[src/rtl/mem_stage_pkg.sv]
// Shared op codes, FSM encoding and op-class helpers for the MEM stage.
package mem_stage_pkg;

  localparam logic [3:0] MEM_NONE = 4'd0;
  localparam logic [3:0] MEM_LB   = 4'd1;
  localparam logic [3:0] MEM_LBU  = 4'd2;
  localparam logic [3:0] MEM_LH   = 4'd3;
  localparam logic [3:0] MEM_LHU  = 4'd4;
  localparam logic [3:0] MEM_LW   = 4'd5;
  localparam logic [3:0] MEM_SB   = 4'd6;
  localparam logic [3:0] MEM_SH   = 4'd7;
  localparam logic [3:0] MEM_SW   = 4'd8;

  typedef enum logic [1:0] {
    ST_IDLE = 2'd0,
    ST_WAIT = 2'd1,
    ST_DONE = 2'd2
  } state_e;

  // Codes 9..15 fall outside both ranges and so behave as MEM_NONE.
  function automatic logic is_load(input logic [3:0] op);
    return (op >= MEM_LB) && (op <= MEM_LW);
  endfunction

  function automatic logic is_store(input logic [3:0] op);
    return (op >= MEM_SB) && (op <= MEM_SW);
  endfunction

endpackage

[src/rtl/mem_fmt.sv]
// Lane formatting: byte enables, replicated store data, extended load data, alignment check.
module mem_fmt
  import mem_stage_pkg::*;
(
  input  logic [3:0]  op_i,
  input  logic [1:0]  addr_lo_i,
  input  logic [31:0] wdata_i,
  input  logic [31:0] rdata_i,
  output logic [3:0]  be_o,
  output logic [31:0] wdata_o,
  output logic [31:0] ldata_o,
  output logic        misalign_o
);

  logic [31:0] byte_sh, half_sh;

  assign byte_sh = rdata_i >> {addr_lo_i, 3'b000};
  assign half_sh = rdata_i >> {addr_lo_i[1], 4'b0000};

  always_comb begin
    be_o       = 4'h0;
    wdata_o    = 32'h0;
    ldata_o    = 32'h0;
    misalign_o = 1'b0;
    case (op_i)
      MEM_LB:  begin be_o = 4'b0001 << addr_lo_i; ldata_o = {{24{byte_sh[7]}}, byte_sh[7:0]}; end
      MEM_LBU: begin be_o = 4'b0001 << addr_lo_i; ldata_o = {24'h0, byte_sh[7:0]}; end
      MEM_LH:  begin
        be_o = 4'b0011 << addr_lo_i; misalign_o = addr_lo_i[0];
        ldata_o = {{16{half_sh[15]}}, half_sh[15:0]};
      end
      MEM_LHU: begin
        be_o = 4'b0011 << addr_lo_i; misalign_o = addr_lo_i[0];
        ldata_o = {16'h0, half_sh[15:0]};
      end
      MEM_LW:  begin be_o = 4'hF; misalign_o = |addr_lo_i; ldata_o = rdata_i; end
      MEM_SB:  begin be_o = 4'b0001 << addr_lo_i; wdata_o = {4{wdata_i[7:0]}}; end
      MEM_SH:  begin
        be_o = 4'b0011 << addr_lo_i; misalign_o = addr_lo_i[0];
        wdata_o = {2{wdata_i[15:0]}};
      end
      MEM_SW:  begin be_o = 4'hF; misalign_o = |addr_lo_i; wdata_o = wdata_i; end
      default: ;
    endcase
  end

endmodule

[src/rtl/mem_stage.sv]
// MEM pipeline stage: pass-through for ALU ops, req/ack data-memory transaction for loads/stores.
module mem_stage
  import mem_stage_pkg::*;
#(
  parameter int AW = 32
) (
  input  logic          clk,
  input  logic          rst,
  input  logic          i_wreg,
  input  logic [4:0]    i_wreg_addr,
  input  logic [31:0]   i_wreg_data,
  input  logic [3:0]    i_mem_op,
  input  logic [AW-1:0] i_mem_addr,
  input  logic [31:0]   i_mem_wdata,
  output logic          dm_req,
  output logic          dm_we,
  output logic [AW-1:0] dm_addr,
  output logic [3:0]    dm_be,
  output logic [31:0]   dm_wdata,
  input  logic [31:0]   dm_rdata,
  input  logic          dm_ack,
  output logic          o_stall,
  output logic          o_exc_align,
  output logic [AW-1:0] o_badvaddr,
  output logic          o_wreg,
  output logic [4:0]    o_wreg_addr,
  output logic [31:0]   o_wreg_data
);

  state_e      state_q, state_d;
  logic [31:0] lbuf_q, lbuf_d;
  logic        ld, st, mem, mis;
  logic [3:0]  fmt_be;
  logic [31:0] fmt_wdata, fmt_ldata;

  assign ld  = is_load(i_mem_op);
  assign st  = is_store(i_mem_op);
  assign mem = ld | st;

  mem_fmt u_fmt (
    .op_i       (i_mem_op),
    .addr_lo_i  (i_mem_addr[1:0]),
    .wdata_i    (i_mem_wdata),
    .rdata_i    (dm_rdata),
    .be_o       (fmt_be),
    .wdata_o    (fmt_wdata),
    .ldata_o    (fmt_ldata),
    .misalign_o (mis)
  );

  always_comb begin
    state_d = state_q;
    lbuf_d  = lbuf_q;
    case (state_q)
      ST_IDLE: if (mem && !mis) state_d = ST_WAIT;
      ST_WAIT: if (dm_ack) begin
        state_d = ST_DONE;
        if (ld) lbuf_d = fmt_ldata;
      end
      default: state_d = ST_IDLE;
    endcase
  end

  always_ff @(posedge clk or negedge rst) begin
    if (!rst) begin
      state_q <= ST_IDLE;
      lbuf_q  <= 32'h0;
    end else begin
      state_q <= state_d;
      lbuf_q  <= lbuf_d;
    end
  end

  // Outputs are forced low while reset is asserted so an abandoned request drops at once.
  always_comb begin
    dm_req      = 1'b0;
    o_stall     = 1'b0;
    o_exc_align = 1'b0;
    o_badvaddr  = '0;
    o_wreg      = 1'b0;
    o_wreg_addr = 5'h0;
    o_wreg_data = 32'h0;
    if (rst) begin
      case (state_q)
        ST_IDLE: begin
          if (!mem) begin
            o_wreg      = i_wreg;
            o_wreg_addr = i_wreg_addr;
            o_wreg_data = i_wreg_data;
          end else if (mis) begin
            o_exc_align = 1'b1;
            o_badvaddr  = i_mem_addr;
          end else begin
            dm_req  = 1'b1;
            o_stall = 1'b1;
          end
        end
        ST_WAIT: begin
          dm_req  = 1'b1;
          o_stall = 1'b1;
        end
        ST_DONE: begin
          o_wreg      = ld & i_wreg;
          o_wreg_addr = i_wreg_addr;
          o_wreg_data = ld ? lbuf_q : i_wreg_data;
        end
        default: ;
      endcase
    end
  end

  assign dm_we    = dm_req & st;
  assign dm_addr  = dm_req ? {i_mem_addr[AW-1:2], 2'b00} : '0;
  assign dm_be    = dm_req ? fmt_be : 4'h0;
  assign dm_wdata = dm_req ? fmt_wdata : 32'h0;

endmodule

[config.mk]
export PLATFORM = sky130hd
export DESIGN_NAME = mem_stage
export DESIGN_NICKNAME = d
export VERILOG_FILES = /design/src/rtl/mem_stage_pkg.sv /design/src/rtl/mem_fmt.sv /design/src/rtl/mem_stage.sv
export SDC_FILE = /design/constraint.sdc
export NUM_CORES = 1
export LEC_CHECK = 0
export CELL_PAD_IN_SITES_DETAIL_PLACEMENT = 0
export CELL_PAD_IN_SITES_GLOBAL_PLACEMENT = 1
export CORE_AREA = 10 10 135 137
export DETAILED_ROUTE_END_ITERATION = 6
export DIE_AREA = 0 0 145 147
export PLACE_DENSITY = 0.82
export RECOVER_POWER = 100
export SLEW_MARGIN = 25
export SYNTH_ARGS = -nofsm -noshare
export SYNTH_HDL_FRONTEND = slang
export SYNTH_SLANG_ARGS = --single-unit
[constraint.sdc]
create_clock -name clk -period 7.1 [get_ports clk]
set_clock_uncertainty 0.05 [all_clocks]
set_input_delay 1.42 -clock clk [delete_from_list [all_inputs] [get_ports clk]]
set_output_delay 1.42 -clock clk [all_outputs]
set_load 0.02 [all_outputs]
M3 wires:
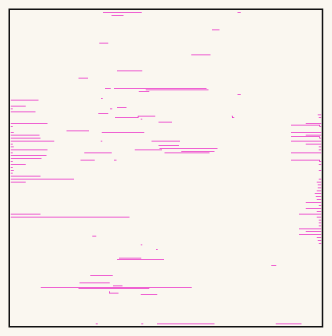
share of all routed wire: 5.0%
main direction: horizontal
nets with wire on the layer: 100
wire length on this layer: 997 um

Clock wires, drivers and flops:
The bar under the picture is 50 um long.
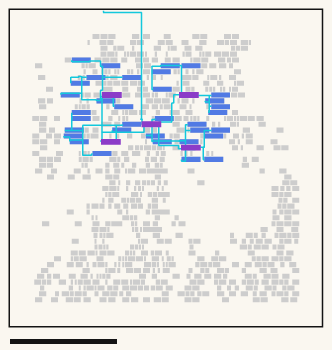
legend:
  purple:
    item: clock-net drivers
    count: 5
  blue:
    item: flip-flops
    count: 34
  cyan:
    item: clock wires
    length: 482 um
routed clock nets: 6

Cell area per tile:
The die is cut into 14 by 15 equal tiles; white is low, dark blue is high, 0 to 100% covered.
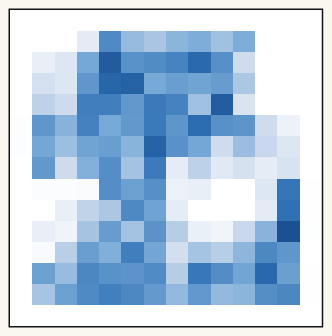
mean over tiles: 30%
tiles over 75% full: 4.3%
emptiest ninth of the die: top right
fullest tile: 87%
nearly empty tiles: 33%

==> qor_table.md <==
| Item | This run | Unit |
|---|---|---|
| Start point of the worst hold path | lbuf_q[19] | - |
| Result of the run | finished, violations left | - |
| Xor/xnor share | 0.249 | % |
| Required time at the worst-slack endpoint | 5.63 | ns |
| Area fraction in mux cells | 5.41 | % |
| Largest net degree at the start of global routing | 42 | - |
| Final Critical Period | 6.45 | ns |
| Routed via count | 4,632 | - |
| Maximum vdd ir drop | 0.102 | mV |
| Adder-cell area share of the yosys netlist | 0 | % |
| Final worst path period share | 90.9 | % |
| Crit path capture type | primary output | - |
| Final count of pins violating max slew | 53 | - |
| Worst Setup Start Kind | input port | - |
| Worst hold margin | 0.480 | ns |
| DP Area | 6480 | um2 |
| Synth top area share | 24.2 | % |
| Violated checks | capacitance limit, slew limit | - |
| End of the worst register-to-register path | lbuf_q[17] | - |
| Cell type with the highest aggregate area in the netlist | sky130_fd_sc_hd__dfrtp_1 | - |
| Count of cells resized by post-cts repair | 0 | - |
| Main synth FF type | sky130_fd_sc_hd__dfrtp_1 | - |
| Tool warnings | 26 | - |
| Launching point of the worst reg2reg path | state_q[0] | - |
| Number of cells on the worst reg-to-reg path | 4 | - |
| Total met2 wirelength after detailed routing | 10.5 | mm |
| Avg Synthesized Cell Area | 7.28 | um2 |
| CTS tree | built | - |
| Final nets | 876 | - |
| Post-synthesis async set-or-reset flop share | 100 | % |
| Synth area leaders | sky130_fd_sc_hd__dfrtp_1 24%, sky130_fd_sc_hd__and2_1 12%, sky130_fd_sc_hd__nor2_1 7.4% | - |
| Vias per inst | 4.86 | - |
| Detailed Place HPWL | 16.1 | mm |
| Met3 layer wire length in the routed design | 996 | um |
| AND-OR/OR-AND Cells, Area Fraction | 28.1 | % |
| Worst Tran Pin Value | 2.23 | ns |
| Vias in the first global route | 4,621 | - |
| Kind of critical path | in2out | - |
| Number of standard cells reported by yosys | 483 | - |
| Routability congestion estimate from global placement | 0.870 | - |
| Max capacitance violation total | 2 | - |
Placement view:
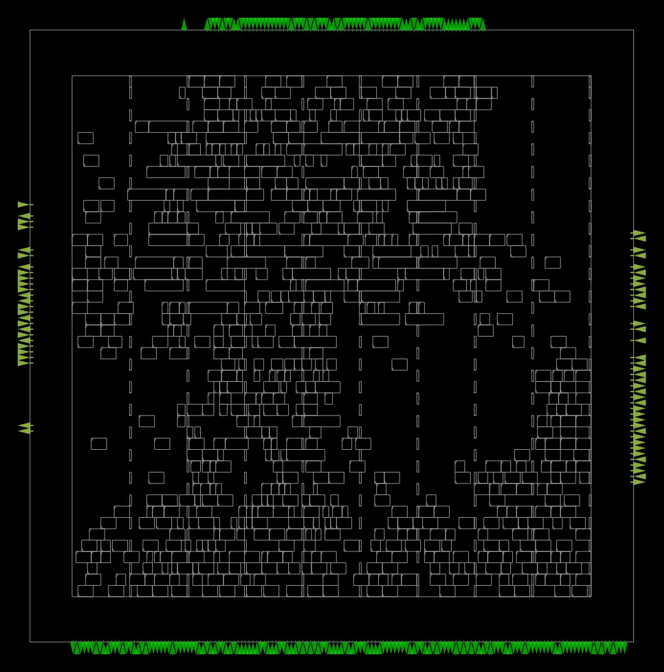
Site Rows: 46
tap cell count: 216
fraction of area in registers: 12.8%
Flop Count: 34
post-layout util: 42.5%

Ports around the boundary:
Pins as bars across the die edge, other pins in gray.
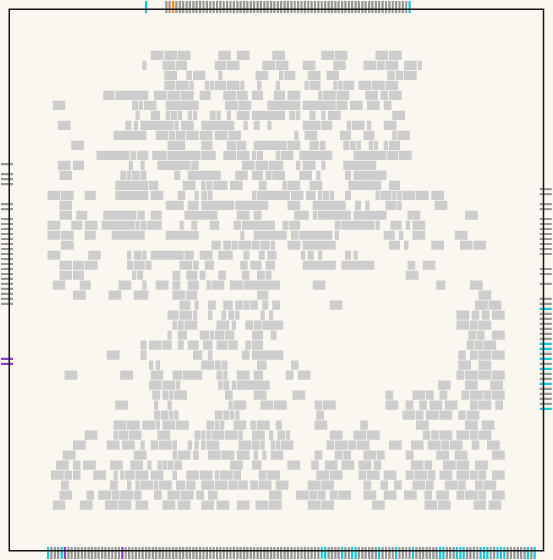
legend:
  cyan:
    port: dm_addr
    pins: 32
    direction: output
    edge: 23 bottom, 7 right, 2 top
  purple:
    port: dm_be
    pins: 4
    direction: output
    edge: 2 left, 2 bottom
  orange:
    port: rst
    pins: 1
    direction: input
    edge: top
all pins by edge: 145 bottom, 74 top, 38 right, 26 left

-- through the flow --
| step | std cells | utilization, % | setup WS, ns |
|---|---|---|---|
| 2_1_floorplan | 484 | - | 2.40 |
| 3_3_place_gp | 944 | 41.5 | 1.03 |
| 3_5_place_dp | 944 | 41.6 | 0.889 |
| 4_1_cts | 952 | 42.6 | 0.886 |
| 5_1_grt | 953 | 42.5 | 0.374 |
| 6_report | 953 | 42.5 | 0.647 |
-- final cells by class --
cell class              instances  area [um2]
fillers                      1572        8970
repair buffers                294        2890
multi-input cells             394        2420
flip-flops and latches         34         851
well taps                     216         270
clock buffers                   8         166
inverters                       6        22.5
diodes                          1        2.50
-- metal layers --
metal	global-route usage (%)	up-vias
li1	-	2237
met1	20.5	2229
met2	32.0	147
met3	3.13	19
met4	3.78	0
met5	0	-
-- layout by cell type (no fill, tap or decap), types with 4 or more instances in the layout --
cell and instances:
sky130_fd_sc_hd__and2_1 64, sky130_fd_sc_hd__dlygate4sd3_1 137, sky130_fd_sc_hd__o211ai_1 4, sky130_fd_sc_hd__a21oi_1 41
sky130_fd_sc_hd__dfrtp_1 34, sky130_fd_sc_hd__and3_1 16, sky130_fd_sc_hd__nor2_1 69, sky130_fd_sc_hd__nand2_1 51
sky130_fd_sc_hd__clkdlybuf4s50_1 142, sky130_fd_sc_hd__buf_4 10, sky130_fd_sc_hd__o21ai_0 11, sky130_fd_sc_hd__clkbuf_16 5
sky130_fd_sc_hd__a31oi_1 16, sky130_fd_sc_hd__a2bb2oi_1 7, sky130_fd_sc_hd__mux2i_1 10, sky130_fd_sc_hd__a22oi_1 16
sky130_fd_sc_hd__inv_1 4, sky130_fd_sc_hd__a32oi_1 20, sky130_fd_sc_hd__mux2_2 7, sky130_fd_sc_hd__a22o_1 12
sky130_fd_sc_hd__nor2b_1 4
-- state kept, by name, indices dropped and copies added, names as in the netlist --
name and count:
state_q 2, lbuf_q 32
-- where the power goes --
part,switching [mW],leakage (nW),internal (mW)
Sequential,0.0697,0.404,0.291
Combinational,0.311,2.39,0.267
Clock,0.0785,0.0832,0.159
Total,0.459,2.88,0.716
-- how the worst max path moves through the flow --
stage,startpoint,to,slack (ns)
global route,i_mem_op[1],dm_wdata[15],0.37
CTS,i_mem_op[1],dm_wdata[3],0.89
detailed placement,i_mem_op[1],dm_wdata[1],0.89
finish,i_mem_op[1],dm_wdata[25],0.65
floorplan,i_mem_op[0],o_badvaddr[22],2.40
global placement,i_mem_op[3],dm_addr[26],1.03
-- cell families after synthesis --
kind of cell              Yosys count
and+or+nand+nor                   233
muxes                              18
other                               1
DFF                                34
xor gates and xnor gates            1
buffers and inverters              56
AOI/OAI and AO/OA                 140
-- critical path, stage by stage --
cell,delay (ns)
sky130_fd_sc_hd__dlygate4sd3_1,0.93
sky130_fd_sc_hd__nor2b_1,0.21
sky130_fd_sc_hd__a221oi_1,0.66
sky130_fd_sc_hd__a32oi_2,0.23
sky130_fd_sc_hd__clkbuf_2,0.44
sky130_fd_sc_hd__a31oi_1,0.35
sky130_fd_sc_hd__dlygate4sd3_1,0.75
Power is estimated from default activity; no workload was simulated.
